--- src/rtl/decode_stage.sv ---
// RV32I instruction-decode stage: register-file addressing, opcode/immediate/control
// decode, load-use interlock, and the ID/EX pipeline register with stall and flush.
module decode_stage #(
  parameter int unsigned XLEN    = 32,
  parameter int unsigned ALUOP_W = 4
) (
  input  logic               clk,
  input  logic               rst_n,
  input  logic               if_valid_i,
  input  logic [31:0]        if_instr_i,
  input  logic [XLEN-1:0]    if_pc_i,
  input  logic               flush_i,
  input  logic               ex_stall_i,
  output logic [4:0]         rs1_reg_o,
  output logic [4:0]         rs2_reg_o,
  input  logic [XLEN-1:0]    rs1_data_i,
  input  logic [XLEN-1:0]    rs2_data_i,
  output logic               stall_o,
  output logic               id_ex_valid_o,
  output logic [XLEN-1:0]    id_ex_pc_o,
  output logic [XLEN-1:0]    id_ex_rs1_data_o,
  output logic [XLEN-1:0]    id_ex_rs2_data_o,
  output logic [XLEN-1:0]    id_ex_imm_o,
  output logic [4:0]         id_ex_rs1_o,
  output logic [4:0]         id_ex_rs2_o,
  output logic [4:0]         id_ex_rd_o,
  output logic [ALUOP_W-1:0] id_ex_alu_op_o,
  output logic               id_ex_alu_src_imm_o,
  output logic               id_ex_reg_we_o,
  output logic               id_ex_mem_rd_o,
  output logic               id_ex_mem_wr_o,
  output logic               id_ex_branch_o,
  output logic               id_ex_jump_o,
  output logic               id_ex_illegal_o
);

  typedef enum logic [6:0] {
    OPC_LUI    = 7'b0110111,
    OPC_AUIPC  = 7'b0010111,
    OPC_JAL    = 7'b1101111,
    OPC_JALR   = 7'b1100111,
    OPC_BRANCH = 7'b1100011,
    OPC_LOAD   = 7'b0000011,
    OPC_STORE  = 7'b0100011,
    OPC_OP_IMM = 7'b0010011,
    OPC_OP     = 7'b0110011
  } opcode_e;

  typedef enum logic [ALUOP_W-1:0] {
    ALU_ADD   = ALUOP_W'(0),
    ALU_SUB   = ALUOP_W'(1),
    ALU_SLL   = ALUOP_W'(2),
    ALU_SLT   = ALUOP_W'(3),
    ALU_SLTU  = ALUOP_W'(4),
    ALU_XOR   = ALUOP_W'(5),
    ALU_SRL   = ALUOP_W'(6),
    ALU_SRA   = ALUOP_W'(7),
    ALU_OR    = ALUOP_W'(8),
    ALU_AND   = ALUOP_W'(9),
    ALU_PASSB = ALUOP_W'(10)
  } alu_op_e;

  typedef struct packed {
    logic               valid;
    logic [XLEN-1:0]    pc;
    logic [XLEN-1:0]    rs1_data;
    logic [XLEN-1:0]    rs2_data;
    logic [XLEN-1:0]    imm;
    logic [4:0]         rs1;
    logic [4:0]         rs2;
    logic [4:0]         rd;
    logic [ALUOP_W-1:0] alu_op;
    logic               alu_src_imm;
    logic               reg_we;
    logic               mem_rd;
    logic               mem_wr;
    logic               branch;
    logic               jump;
    logic               illegal;
  } id_ex_t;

  opcode_e         opc;
  logic [2:0]      funct3;
  logic [6:0]      funct7;
  logic [4:0]      rd;
  logic [XLEN-1:0] imm_i, imm_s, imm_b, imm_j, imm_u;

  assign opc       = opcode_e'(if_instr_i[6:0]);
  assign funct3    = if_instr_i[14:12];
  assign funct7    = if_instr_i[31:25];
  assign rd        = if_instr_i[11:7];
  assign rs1_reg_o = if_instr_i[19:15];
  assign rs2_reg_o = if_instr_i[24:20];

  assign imm_i = XLEN'($signed(if_instr_i[31:20]));
  assign imm_s = XLEN'($signed({if_instr_i[31:25], if_instr_i[11:7]}));
  assign imm_b = XLEN'($signed({if_instr_i[31], if_instr_i[7], if_instr_i[30:25],
                                if_instr_i[11:8], 1'b0}));
  assign imm_j = XLEN'($signed({if_instr_i[31], if_instr_i[19:12], if_instr_i[20],
                                if_instr_i[30:21], 1'b0}));
  assign imm_u = XLEN'($signed({if_instr_i[31:12], 12'b0}));

  // OP-IMM never subtracts; funct7[5] only selects SUB for register-register ops
  function automatic alu_op_e arith_op(input logic [2:0] f3, input logic alt, input logic is_reg);
    case (f3)
      3'b000:  arith_op = (alt && is_reg) ? ALU_SUB : ALU_ADD;
      3'b001:  arith_op = ALU_SLL;
      3'b010:  arith_op = ALU_SLT;
      3'b011:  arith_op = ALU_SLTU;
      3'b100:  arith_op = ALU_XOR;
      3'b101:  arith_op = alt ? ALU_SRA : ALU_SRL;
      3'b110:  arith_op = ALU_OR;
      default: arith_op = ALU_AND;
    endcase
  endfunction

  id_ex_t  dec;
  alu_op_e dec_op;
  logic    use_rs1, use_rs2;

  always_comb begin
    dec          = '0;
    dec_op       = ALU_ADD;
    use_rs1      = 1'b0;
    use_rs2      = 1'b0;
    dec.valid    = if_valid_i;
    dec.pc       = if_pc_i;
    dec.rs1_data = rs1_data_i;
    dec.rs2_data = rs2_data_i;
    dec.rs1      = rs1_reg_o;
    dec.rs2      = rs2_reg_o;
    dec.rd       = rd;
    case (opc)
      OPC_LUI: begin
        dec.imm = imm_u; dec_op = ALU_PASSB; dec.alu_src_imm = 1'b1; dec.reg_we = 1'b1;
      end
      OPC_AUIPC: begin
        dec.imm = imm_u; dec.alu_src_imm = 1'b1; dec.reg_we = 1'b1;
      end
      OPC_JAL: begin
        dec.imm = imm_j; dec.alu_src_imm = 1'b1; dec.reg_we = 1'b1; dec.jump = 1'b1;
      end
      OPC_JALR: begin
        dec.imm = imm_i; dec.alu_src_imm = 1'b1; dec.reg_we = 1'b1; dec.jump = 1'b1;
        use_rs1 = 1'b1;
      end
      OPC_BRANCH: begin
        dec.imm = imm_b; dec_op = ALU_SUB; dec.branch = 1'b1;
        use_rs1 = 1'b1; use_rs2 = 1'b1;
      end
      OPC_LOAD: begin
        dec.imm = imm_i; dec.alu_src_imm = 1'b1; dec.reg_we = 1'b1; dec.mem_rd = 1'b1;
        use_rs1 = 1'b1;
      end
      OPC_STORE: begin
        dec.imm = imm_s; dec.alu_src_imm = 1'b1; dec.mem_wr = 1'b1;
        use_rs1 = 1'b1; use_rs2 = 1'b1;
      end
      OPC_OP_IMM: begin
        dec.imm = imm_i; dec.alu_src_imm = 1'b1; dec.reg_we = 1'b1;
        dec_op = arith_op(funct3, funct7[5], 1'b0);
        use_rs1 = 1'b1;
        if ((funct3 == 3'b001 && funct7 != 7'b0000000) ||
            (funct3 == 3'b101 && funct7 != 7'b0000000 && funct7 != 7'b0100000))
          dec.illegal = 1'b1;
      end
      OPC_OP: begin
        dec.reg_we = 1'b1;
        dec_op = arith_op(funct3, funct7[5], 1'b1);
        use_rs1 = 1'b1; use_rs2 = 1'b1;
      end
      default: dec.illegal = 1'b1;
    endcase
    dec.alu_op = dec_op;
    if (rd == 5'd0 || dec.illegal)
      dec.reg_we = 1'b0;
  end

  id_ex_t q;
  logic   load_use;

  assign load_use = q.valid && q.mem_rd && (q.rd != 5'd0) && if_valid_i &&
                    ((use_rs1 && q.rd == rs1_reg_o) || (use_rs2 && q.rd == rs2_reg_o));

  // A flush kills whatever is in ID, so it never needs to freeze the front end
  assign stall_o = !flush_i && (ex_stall_i || load_use);

  always_ff @(posedge clk) begin
    if (!rst_n)
      q <= '0;
    else if (flush_i)
      q <= '0;
    else if (!ex_stall_i)
      q <= (load_use || !if_valid_i) ? '0 : dec;
  end

  assign id_ex_valid_o       = q.valid;
  assign id_ex_pc_o          = q.pc;
  assign id_ex_rs1_data_o    = q.rs1_data;
  assign id_ex_rs2_data_o    = q.rs2_data;
  assign id_ex_imm_o         = q.imm;
  assign id_ex_rs1_o         = q.rs1;
  assign id_ex_rs2_o         = q.rs2;
  assign id_ex_rd_o          = q.rd;
  assign id_ex_alu_op_o      = q.alu_op;
  assign id_ex_alu_src_imm_o = q.alu_src_imm;
  assign id_ex_reg_we_o      = q.reg_we;
  assign id_ex_mem_rd_o      = q.mem_rd;
  assign id_ex_mem_wr_o      = q.mem_wr;
  assign id_ex_branch_o      = q.branch;
  assign id_ex_jump_o        = q.jump;
  assign id_ex_illegal_o     = q.illegal;

endmodule

--- config.mk ---
export PLATFORM = sky130hd
export DESIGN_NAME = decode_stage
export DESIGN_NICKNAME = d
export VERILOG_FILES = /design/src/rtl/decode_stage.sv
export SDC_FILE = /design/constraint.sdc
export NUM_CORES = 1
export LEC_CHECK = 0
export ABC_AREA = 0
export ABC_CLOCK_PERIOD_IN_PS = 2800
export CORE_MARGIN = 5
export CORE_UTILIZATION = 39
export CTS_CLUSTER_DIAMETER = 100
export DETAILED_ROUTE_END_ITERATION = 7
export HOLD_SLACK_MARGIN = 0.03
export PLACE_DENSITY = 0.81
export SYNTH_ARGS = -nofsm -noshare
export SYNTH_HDL_FRONTEND = slang
export SYNTH_SLANG_ARGS = --single-unit
--- constraint.sdc ---
create_clock -name clk -period 2.8 [get_ports clk]
set_input_delay 0.7 -clock clk [delete_from_list [all_inputs] [get_ports clk]]
set_output_delay 0.7 -clock clk [all_outputs]
set_load 0.03 [all_outputs]
==> run_results.csv <==
group,metric,value,unit
yosys,synth_area,5487,sq um
critical_path,cp_max_fo,3,
global_routing,top_usage_layer,"met2",
yosys,syn_nets,639,
worst_hold_path,min-delay-start,"id_ex_imm_o[20]",
power,vdd_drop_max,0.3454,mV
critical_path,reg2reg_depth,7,
timing,hold_viol,0,
status,status,"finished, final reports clean",
place,port_buffers,298,
yosys,yosysWarningCount,0,
finish,design.seq.count,155,
timing,slew_violations,0,
floorplanning,io_pins,299,
yosys,adder_share,0,%
cts,cts.sinks,155,
finish,layout_top_cell,"clkdlybuf4s50_1",
cts,clock_latency,410,ps
cts,h-tree-depth,4,
critical_path,cp-start-kind,"primary input",
finish,non_clock_buffer_count,338,
timing,rsz0062_at_grt,"no",
floorplanning,fp-row-count,43,
finish,largest_class,"non-clock buffers",
yosys,ys_ff,155,
timing,skew,10.53,ps
cts,clockRootBuffer,"clkbuf_16",
cts,hold_buffers,0,
cts,cts_tree,"yes",
critical_path,cp_num_buf_inv,2,
yosys,synth-edff-count,0,
yosys,synth_cells,506,
worst_hold_path,hp-class,"register to register",
finish,diodes,3,
cts,numCtsBuffers,17,
routing,route.met3.wl,1840,microns
timing,fmax,0.3694,GHz
routing,drtIter0Drc,238,
floorplanning,core_area,13830,sq um
cts,cts.clk_slew.worst_paths,60,ps
finish,comb-cell-share,22.80,%
global_routing,grt_max_degree,62,
yosys,yosysCellCount,506,
critical_path,r2r_end,"id_ex_pc_o[31]",
place,place_hpwl,14110,microns
power,p_leak,3.521,nW
routing,postRouteAntennaNets,0,
floorplanning,chipArea,16540,sq um
routing,firstDrtPassIters,4,
place,routabilityCongestion,0.8296,
yosys,ys_seq_share,56.56,%
routing,via_per_inst,5.207,
timing,setup_viol_count_final,0,
floorplanning,die_h,128.6,microns
yosys,compound_area_share,28.60,%
critical_path,path_cells,"buf_2 -> nand4bb_4 -> or3_4 -> o22ai_4 -> a21oi_2 -> nor2_2 -> buf_12",
finish,drive_gt1_share,11.17,%
yosys,avgSynthCellArea,10.84,sq um
critical_path,criticalPathCategory,"primary input to primary output",
global_routing,grt_overflow,0,
critical_path,slowest_delay,360,ps
synth_stat cells, types with 2 or more instances:
cell | count | area [sq um]
nor2b_1 | 2 | 12.51
buf_6 | 8 | 90.09
mux2i_1 | 3 | 30.03
nand3_1 | 2 | 10.01
o31ai_1 | 3 | 22.52
a21oi_1 | 24 | 120.1
xnor2_1 | 8 | 70.07
or4_1 | 2 | 15.01
nand2_1 | 40 | 150.1
clkbuf_1 | 28 | 105.1
a22oi_1 | 5 | 37.54
or3_1 | 2 | 12.51
buf_4 | 10 | 75.07
and3b_1 | 2 | 17.52
a22o_1 | 116 | 1016
dfxtp_1 | 155 | 3103
o21ai_0 | 35 | 175.2
nand2b_1 | 5 | 31.28
xor2_1 | 2 | 17.52
buf_2 | 6 | 30.03
nor3_1 | 3 | 15.01
a32o_1 | 7 | 70.07
nor2_1 | 12 | 45.04
nand4_1 | 2 | 12.51
how the worst max path moves through the flow:
stage	cells past startpoint	slack, ps	start	end
after detailed placement	7	-460	if_instr_i[2]	stall_o
after global routing	6	10	id_ex_rd_o[3]	stall_o
after global placement	7	-430	if_instr_i[3]	stall_o
final	7	90	if_instr_i[3]	stall_o
after CTS	7	0.6	if_instr_i[24]	stall_o
after floorplan	7	4	if_instr_i[3]	stall_o
stage by stage:
step,setup WS (ps),hold slack (ps),cell area (sq um),utilization (%),instances
4_1_cts,0.5624,458.3,9398,67.97,1003
2_1_floorplan,3.862,580.9,5489,-,506
3_5_place_dp,-456.3,444.2,8781,63.51,970
6_report,92.80,450.6,9410,68.06,1007
5_1_grt,12.60,485.1,9410,68.06,1007
3_3_place_gp,-431.2,435.4,8781,63.51,970
power breakdown:
part | switching [mW] | internal, mW
clock | 0.905 | 1.35
combinational | 0.262 | 0.316
sequential | 0.0213 | 2.24
Fig. 1: close-up of the layout
The bar under the picture is 5 microns long. Window x 86 to 106, y 86 to 106 microns. Cells in gray, sequential cells in the stronger gray; small squares are vias.
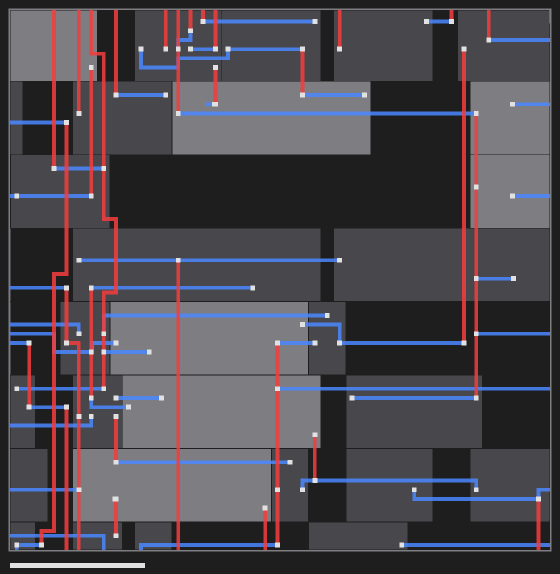
met2 -> red
met1 -> blue
most frequent = clkdlybuf4s50_1 (6), dfxtp_1 (4)
netlist names of flops here include = id_ex_imm_o (3), id_ex_rs2_data_o (1)
cells with their middle in the window = 21
sequential cells in the window = 4

Fig. 2: track usage over the die
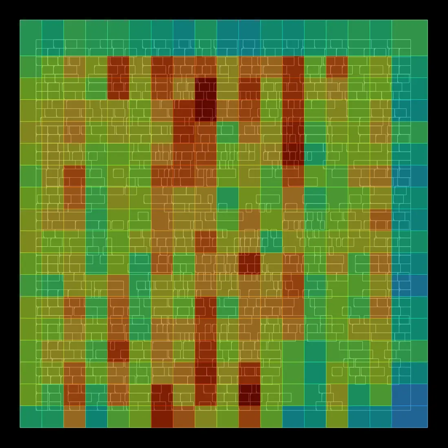
GRT Total Usage: 22.25%
final core occ: 68.06%
met2 usage: 36.71%

Fig. 3: wire density map
26 x 26 tiles, from white (low) to dark blue (high), scaled to the fullest tile. Values are wire area over tile area, all layers added.
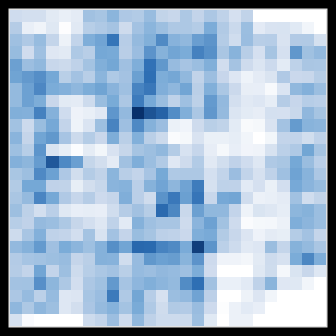
tiles over half the peak = 14%
fullest tile = 0.61
densest ninth of the die = top center
emptiest ninth of the die = lower right
Avg WL per Cell: 18.93 microns
Via Count: 5243
Routed WL: 19060 microns

Fig. 4: the metal 1 layer
The bar under the picture is 50 microns long. Cells faint in the background.
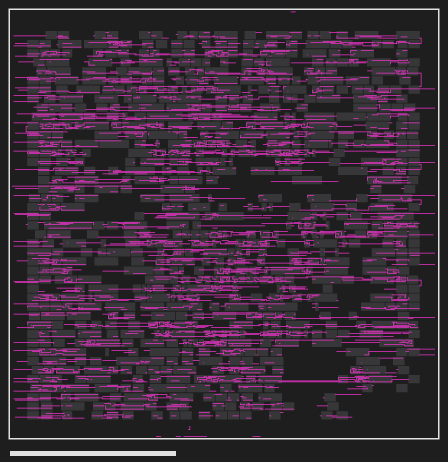
share of all routed wire = 39%
main direction = horizontal
nets with wire on the layer = 836
wire length on this layer = 7460 microns
longest straight run = 35.9 microns
M1 GR Usage: 25.32%

Fig. 5: routed metal, one color a layer
The bar under the picture is 50 microns long. Only two layers are drawn.
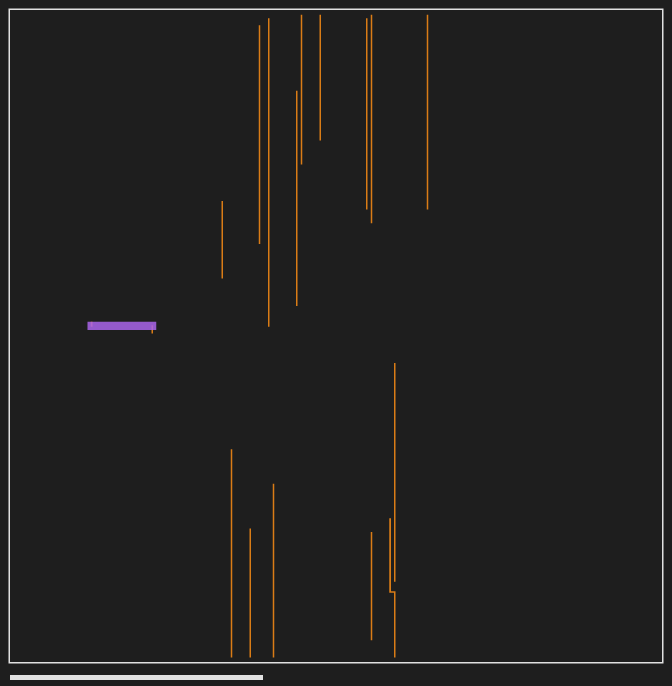
met4 -> orange  # wire length 525 microns
met5 -> purple  # wire length 12.0 microns

No activity file was given, so power comes from the tool's default toggle rates.
